[src/rtl/mdu_seq_if.sv]
// rtl/mdu_seq_if.sv - E-stage to multiply/divide sequencer interface (start, operands, MFHI/MFLO, stall, HI/LO)
interface mdu_seq_if;
    logic        StartE;
    logic [1:0]  OpE;
    logic [31:0] SrcAE;
    logic [31:0] SrcBE;
    logic        MfHiE;
    logic        MfLoE;
    logic        StallMD;
    logic        Busy;
    logic [31:0] HiOut;
    logic [31:0] LoOut;

    modport master (
        output StartE, OpE, SrcAE, SrcBE, MfHiE, MfLoE,
        input  StallMD, Busy, HiOut, LoOut
    );

    modport slave (
        input  StartE, OpE, SrcAE, SrcBE, MfHiE, MfLoE,
        output StallMD, Busy, HiOut, LoOut
    );
endinterface

[src/rtl/mdu_seq.sv]
// rtl/mdu_seq.sv - iterative MULT/MULTU/DIV/DIVU sequencer owning HI/LO, with E-stage stall request
// Optional MDU_EARLY_OUT_EN: multiply leaves ITER as soon as the remaining multiplier is zero.
module mdu_seq #(
    parameter int N_ITER = 32
) (
    input  logic     clk,
    input  logic     reset,
    mdu_seq_if.slave md
);
    localparam int CW = (N_ITER > 1) ? $clog2(N_ITER) : 1;
    localparam logic [CW-1:0] LAST_CNT = CW'(N_ITER - 1);

    typedef enum logic [1:0] {
        IDLE = 2'd0,
        ITER = 2'd1,
        FIX  = 2'd2
    } state_t;

    state_t      state;
    logic        isDiv;
    logic        signA;
    logic        signB;
    logic [31:0] aCap;
    logic [63:0] mcand;
    logic [31:0] mplier;
    logic [63:0] acc;
    logic [CW-1:0] cnt;
    logic [31:0] hiReg;
    logic [31:0] loReg;

    logic        startSignA;
    logic        startSignB;
    logic [31:0] absA;
    logic [31:0] absB;
    logic [32:0] trial;
    logic        trialGe;
    logic [31:0] remNext;
    logic [31:0] fixHi;
    logic [31:0] fixLo;
    logic        earlyOut;
    logic        lastIter;

    // OpE[1] selects divide, OpE[0] selects signed
    always_comb begin
        startSignA = md.OpE[0] & md.SrcAE[31];
        startSignB = md.OpE[0] & md.SrcBE[31];
        absA = startSignA ? (~md.SrcAE + 32'd1) : md.SrcAE;
        absB = startSignB ? (~md.SrcBE + 32'd1) : md.SrcBE;
    end

    // Restoring divide step: acc holds {rem, quo}; dividend bits stream out of mcand[31]
    always_comb begin
        trial   = {acc[63:32], mcand[31]};
        trialGe = (trial >= {1'b0, mplier});
        remNext = trialGe ? (trial[31:0] - mplier) : trial[31:0];
    end

`ifdef MDU_EARLY_OUT_EN
    assign earlyOut = !isDiv && (mplier == 32'd0);
`else
    assign earlyOut = 1'b0;
`endif

    assign lastIter = (cnt == LAST_CNT) || earlyOut;

    always_comb begin
        fixHi = 32'd0;
        fixLo = 32'd0;
        if (!isDiv) begin
            {fixHi, fixLo} = (signA ^ signB) ? (~acc + 64'd1) : acc;
        end else if (mplier == 32'd0) begin
            fixHi = aCap;
            fixLo = 32'hFFFF_FFFF;
        end else begin
            fixLo = (signA ^ signB) ? (~acc[31:0] + 32'd1) : acc[31:0];
            fixHi = signA ? (~acc[63:32] + 32'd1) : acc[63:32];
        end
    end

    always_ff @(posedge clk or posedge reset) begin
        if (reset) begin
            state  <= IDLE;
            isDiv  <= 1'b0;
            signA  <= 1'b0;
            signB  <= 1'b0;
            aCap   <= 32'd0;
            mcand  <= 64'd0;
            mplier <= 32'd0;
            acc    <= 64'd0;
            cnt    <= '0;
            hiReg  <= 32'd0;
            loReg  <= 32'd0;
        end else begin
            case (state)
                IDLE: begin
                    if (md.StartE) begin
                        isDiv  <= md.OpE[1];
                        signA  <= startSignA;
                        signB  <= startSignB;
                        aCap   <= md.SrcAE;
                        mcand  <= {32'd0, absA};
                        mplier <= absB;
                        acc    <= 64'd0;
                        cnt    <= '0;
                        state  <= ITER;
                    end
                end
                ITER: begin
                    if (!isDiv) begin
                        if (mplier[0]) begin
                            acc <= acc + mcand;
                        end
                        mcand  <= mcand << 1;
                        mplier <= mplier >> 1;
                    end else begin
                        acc   <= {remNext, acc[30:0], trialGe};
                        mcand <= mcand << 1;
                    end
                    cnt <= cnt + 1'b1;
                    if (lastIter) begin
                        state <= FIX;
                    end
                end
                FIX: begin
                    hiReg <= fixHi;
                    loReg <= fixLo;
                    state <= IDLE;
                end
                default: state <= IDLE;
            endcase
        end
    end

    assign md.Busy    = (state != IDLE);
    assign md.StallMD = (state != IDLE) & (md.StartE | md.MfHiE | md.MfLoE);
    assign md.HiOut   = hiReg;
    assign md.LoOut   = loReg;
endmodule

[src/flat_wrapper.sv]
// flat-port wrapper written by rule: the top's interface ports become plain ports
module mdu_seq_flat 
#(
    parameter int N_ITER = 32
)
  (clk, reset, md_StartE, md_OpE, md_SrcAE, md_SrcBE, md_MfHiE, md_MfLoE, md_StallMD, md_Busy, md_HiOut, md_LoOut);
  mdu_seq_if md_i ();
  input  logic clk;
  input  logic reset;
  input wire logic [$bits(md_i.StartE)-1:0] md_StartE;
  input wire logic [$bits(md_i.OpE)-1:0] md_OpE;
  input wire logic [$bits(md_i.SrcAE)-1:0] md_SrcAE;
  input wire logic [$bits(md_i.SrcBE)-1:0] md_SrcBE;
  input wire logic [$bits(md_i.MfHiE)-1:0] md_MfHiE;
  input wire logic [$bits(md_i.MfLoE)-1:0] md_MfLoE;
  output wire logic [$bits(md_i.StallMD)-1:0] md_StallMD;
  output wire logic [$bits(md_i.Busy)-1:0] md_Busy;
  output wire logic [$bits(md_i.HiOut)-1:0] md_HiOut;
  output wire logic [$bits(md_i.LoOut)-1:0] md_LoOut;
  assign md_i.StartE = md_StartE;
  assign md_i.OpE = md_OpE;
  assign md_i.SrcAE = md_SrcAE;
  assign md_i.SrcBE = md_SrcBE;
  assign md_i.MfHiE = md_MfHiE;
  assign md_i.MfLoE = md_MfLoE;
  assign md_StallMD = md_i.StallMD;
  assign md_Busy = md_i.Busy;
  assign md_HiOut = md_i.HiOut;
  assign md_LoOut = md_i.LoOut;
  mdu_seq #(.N_ITER(N_ITER)) u_core (.clk(clk), .reset(reset), .md(md_i));
endmodule
[config.mk]
export PLATFORM = sky130hd
export DESIGN_NAME = mdu_seq_flat
export DESIGN_NICKNAME = d
export VERILOG_FILES = /design/src/rtl/mdu_seq_if.sv /design/src/rtl/mdu_seq.sv /design/src/flat_wrapper.sv
export SDC_FILE = /design/constraint.sdc
export NUM_CORES = 1
export LEC_CHECK = 0
export CORE_UTILIZATION = 55
export DETAILED_ROUTE_END_ITERATION = 10
export PLACE_DENSITY = 0.84
export SLEW_MARGIN = 5
export SYNTH_ARGS = -nofsm -noshare
export SYNTH_HDL_FRONTEND = slang
export SYNTH_SLANG_ARGS = --single-unit
[constraint.sdc]
create_clock -name clk -period 10.57 [get_ports clk]
set_clock_uncertainty 0.2 [all_clocks]
set_input_delay 2.6425 -clock clk [delete_from_list [all_inputs] [get_ports clk]]
set_output_delay 2.6425 -clock clk [all_outputs]
set_load 0.01 [all_outputs]
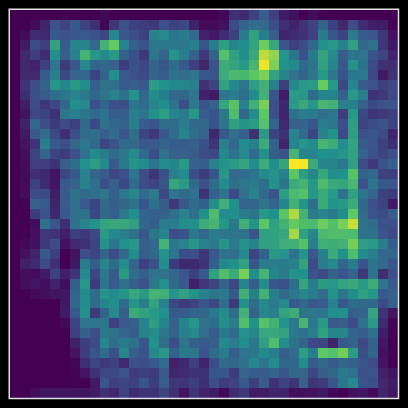
**Above:** wire density map.
Scale: 2 px per um. The die is cut into 39 by 39 equal tiles; dark purple is low, yellow is high, scaled to the fullest tile. Values are wire area over tile area, all layers added.
The mean over all tiles is 0.31. The emptiest ninth of the die: bottom left. The fullest tile reaches 0.96. The densest ninth of the die: right middle. 17% of the tiles are over half the peak.
post-detailed-route wirelength per cell: 21.4 um
Tot GR Track Use: 0.350
vias post-DR: 20,200
final WL: 66,700 um

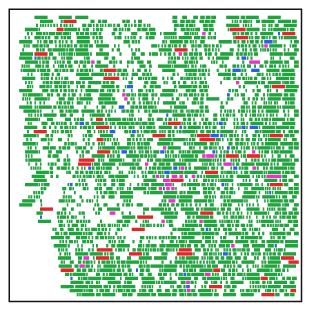
**Above:** cell sizes after repair.
Scale: 1.5 px per um.
Key: red = _6 and larger [cells 44, most used clkbuf_16]; blue = _2 cells [cells 39, most used clkinv_2]; green = _0 and _1 cells [cells 2,538, most used nand2_1]; magenta = _3 and _4 cells [cells 36, most used buf_4]
P&R area growth vs syn: 13.1%
bufs w/o clock: 159

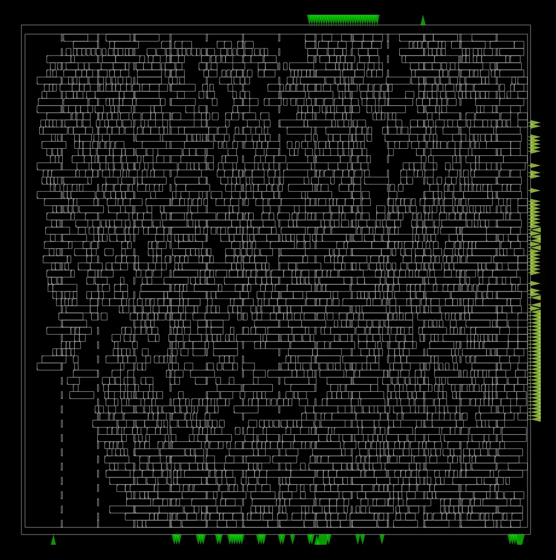
**Above:** cell outlines without signal wires.
tally of filler cells in the layout: 3,137
num sequential: 266
inserted tap cell count: 461
Final Non-Filler Cells: 3,118
share of cell area taken by flip-flops and latches: 0.291

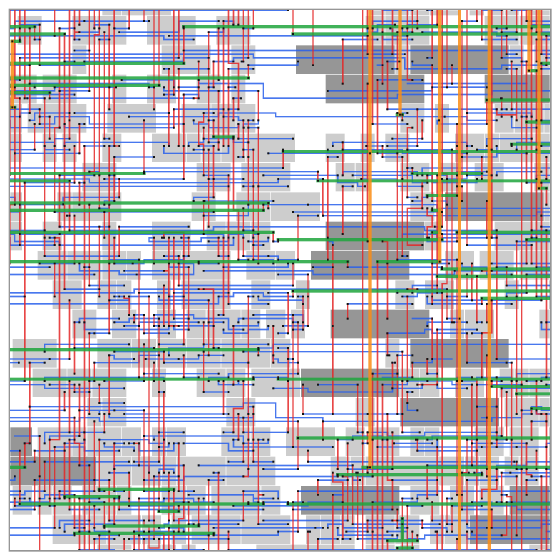
**Above:** close-up of the layout.
Window x 72 to 122, y 111 to 161 um. Cells in grey, sequential cells in the stronger grey; small squares are vias.
Key: blue = metal 1; green = metal 3; orange = metal 4; red = metal 2
Netlist names of flops here include `u_core.mplier` (13), `u_core.acc` (1). Sequential cells in the window: 14. 198 logic cells have their middle in the window. Most frequent: o21ai_0 (22), inv_1 (20), nand2_1 (19).

worst max-delay path, stage by stage:
cell             delay [ps]
clkdlybuf4s50_1         450
nor3_1                  230
nor2_1                   60
clkdlybuf4s50_1         490
cell type report:
cell class	count	area [sq um]
clock buffers	38	831
clock inverters	18	270
fillers	3137	13000
inverters	70	270
multi-input cells	2106	12800
flip-flops and latches	266	6660
well taps	461	577
repair buffers	159	1550
Yosys cell counts, types with 9 or more instances:
cell type / instances
a21oi_1: 198
o21bai_1: 18
mux2i_1: 14
ha_1: 101
a22oi_1: 35
nand2b_1: 17
nor2_1: 186
o211ai_1: 47
and3_1: 19
nand2_1: 443
or4_1: 13
nor3_1: 42
a22o_1: 13
o21ai_1: 13
o41ai_1: 17
dfrtp_1: 266
xnor2_1: 83
nand3_1: 37
xor2_1: 126
a21o_1: 42
o21ai_0: 341
nand4_1: 29
a211oi_1: 17
a31oi_1: 30
o22ai_1: 9
nor4_1: 24
or3_1: 24
and2_1: 11
o21a_1: 11
inv_1: 70
nor2b_1: 11
clkbuf_1: 155
o31ai_1: 33
power groups by stage:
stage,Clock [W],Combinational (W),Sequential [W]
2_1_floorplan,0,0.00409,0.00174
3_3_place_gp,0,0.00506,0.00206
3_5_place_dp,0,0.00518,0.00207
4_1_cts,0.00118,0.00523,0.00206
5_1_grt,0.00121,0.00591,0.00214
6_report,0.00116,0.00533,0.00210
through the flow:
step                hold slack [ps]  setup slack, ps
finish                          277             3860
global route                    291             3810
CTS                             279             3870
detailed placement              263             3870
global placement                259             3840
floorplan                       240              402
per-layer routing:
| metal | up-vias | part of all wire | global-route usage | wire, um |
|---|---|---|---|---|
| met2 | 1069 | 0.42 | 0.525 | 28300 |
| met1 | 9602 | 0.42 | 0.499 | 28300 |
| met5 | - | 0.00069 | 0 | 46 |
| met4 | 6 | 0.045 | 0.148 | 3000 |
| met3 | 167 | 0.10 | 0.0605 | 6980 |
| li1 | 9374 | - | - | - |
kinds of logic after synthesis:
logic type               after synthesis  share of synthesized area
AND-OR/OR-AND                        889                      0.267
XOR/XNOR                             209                     0.0904
adder cells (fa/ha/maj)              103                     0.0644
buffers and inverters                237                     0.0449
flip-flops                           266                      0.329
multiplexers                          18                    0.00914
AND/OR/NAND/NOR                      887                      0.195
worst paths after layout:
kind                             startpoint            endpoint  slack, ps  cells past startpoint
max in group asynchronous             reset        u_core.isDiv       6410                      3
min in group asynchronous             reset  u_core.md.LoOut[2]       2310                      2
max                               md_StartE          md_StallMD       3860                      4
max reg2reg                u_core.mcand[31]      u_core.acc[62]       5920                     14
min                         u_core.aCap[24]     u_core.aCap[24]        280                      2
min reg2reg                 u_core.aCap[24]     u_core.aCap[24]        280                      2
registers in the layout, summed over array words and instances, names as in the netlist:
signal           count
u_core.mcand        64
u_core.md.HiOut     32
u_core.signA         1
u_core.mplier       32
u_core.cnt           5
u_core.aCap         32
u_core.signB         1
u_core.md.LoOut     32
u_core.isDiv         1
u_core.acc          64
u_core.state         2
==> flow_metrics.tcl <==
# flow metrics
set metrics [dict create \
    run_status "finished, final reports clean" \
    antenna_violating_nets_left 0 \
    slew-limit-headroom 0.149 \
    timing.final.setup_violations 0 \
    post-dp-hpwl_um 49000 \
    fin_total_pwr_w 0.00860 \
    clkPwrFrac 0.135 \
    max-clock-path-buffers 3 \
    sequentialPowerShare 0.245 \
    tritoncts.num_buffers 30 \
    post_route_setup_tns_ps 0 \
    drv.max_cap_violation_count 0 \
    synth-edff-count 0 \
    area_of_the_mapped_netlist_sq_um 20300 \
    synth.yosys.chip_area_sq_um 20300 \
    cts-resized-gates 0 \
    timing.hold.worst.class "reg -> reg" \
    detailedRoute.firstIterationViolations 2211 \
    postLayoutCoreUtil 0.638 \
    grt_setup_unrepaired "no" \
    number_of_port_buffers 136 \
    antenna_found_initial 3 \
    p_comb_frac 0.620 \
    finalInstanceArea_sq_um 22900 \
    numSynthFlops 266 \
    die_h_um 194 \
    seq_area_frac_synth 0.329 \
    layout.cells.most_common "nand2_1" \
    synth-cells-yosys 2609 \
    yosysTopAreaCellShare 0.329 \
    placementRows 69 \
    n_antenna_cell 0 \
    post_cts_hold_buffer_count 0 \
    internal_power_w 0.00424 \
    placed_area_sq_um 21800 \
    dp.cells 3062 \
    tritoncts "built" \
    route.detailed.drc 0 \
    leakage_nw 9.70 \
    critical_path_class "in -> out" \
    async_flop_share 1.00 \
    gpl.final_weighted_congestion 1.10 \
    warnings 28 \
    timing.critical_path.arrival_ps 3870 \
    dominantRegCellSynth "dfrtp_1" \
    i_o_pins 137 \
    timing.final.max_slew_violations 0 \
    core-area_sq_um 35900 \
    drive_above_1_share 0.0448 \
    layout.cells.most_common_list "442 x nand2_1, 341 x o21ai_0, 265 x dfrtp_1" \
    fin_crit_sh 0.635 \
    crit_path_max_fanout 3 \
    drt-pass1-iter-count 6 \
    p_switching_w 0.00436 \
    floorplan.die.width_um 194 \
    synth-warning-count 0 \
    grt_max_degree 181 \
    nNetsFinal 2807 \
    netSwitchingFraction 0.507 \
    ys_types 71 \
    worst_setup_path_start_kind "input pin" \
    syn-mean-instance-area_sq_um 7.76 \
    globalRoute.totalOverflow 0 \
    chip_area_sq_um 37600 \
    ir_drop_mv 0.208 \
    worst_setup_hold_path_clk_slew_ps 60 \
    post-cts-setup-buffer-count 0 \
    worstSkewPairLatency_ps 610 \
    tightest_slew_ps 1280 \
    first_global_vias 19000 \
    grt_pass1_wl_um 105000 \
    viasPerCell 6.48 \
    element_type_at_the_critical_path_end "output pin" \
    h-tree-depth 1 \
    max_fclk_mhz 149 \
    netlist_top_cells_area "dfrtp_1 33%, o21ai_0 8.4%, nand2_1 8.2%, ha_1 6.2%, xor2_1 5.4%" \
    yosysTopAreaCell "dfrtp_1" \
    report.final.hold_viol_count 0 \
    number_of_cells_produced_by_synthesis 2609 \
    clock-root-buffer "clkbuf_16" \
    cts.sink_count 266 \
    fp_util 0.564 \
    synthesis.nets 2783 \
    period_needed_ps 6710 \
    p_per_area_nw_per_um2 375 \
    cp.required_ps 7730 \
]
Power and IR drop assume default switching activity.
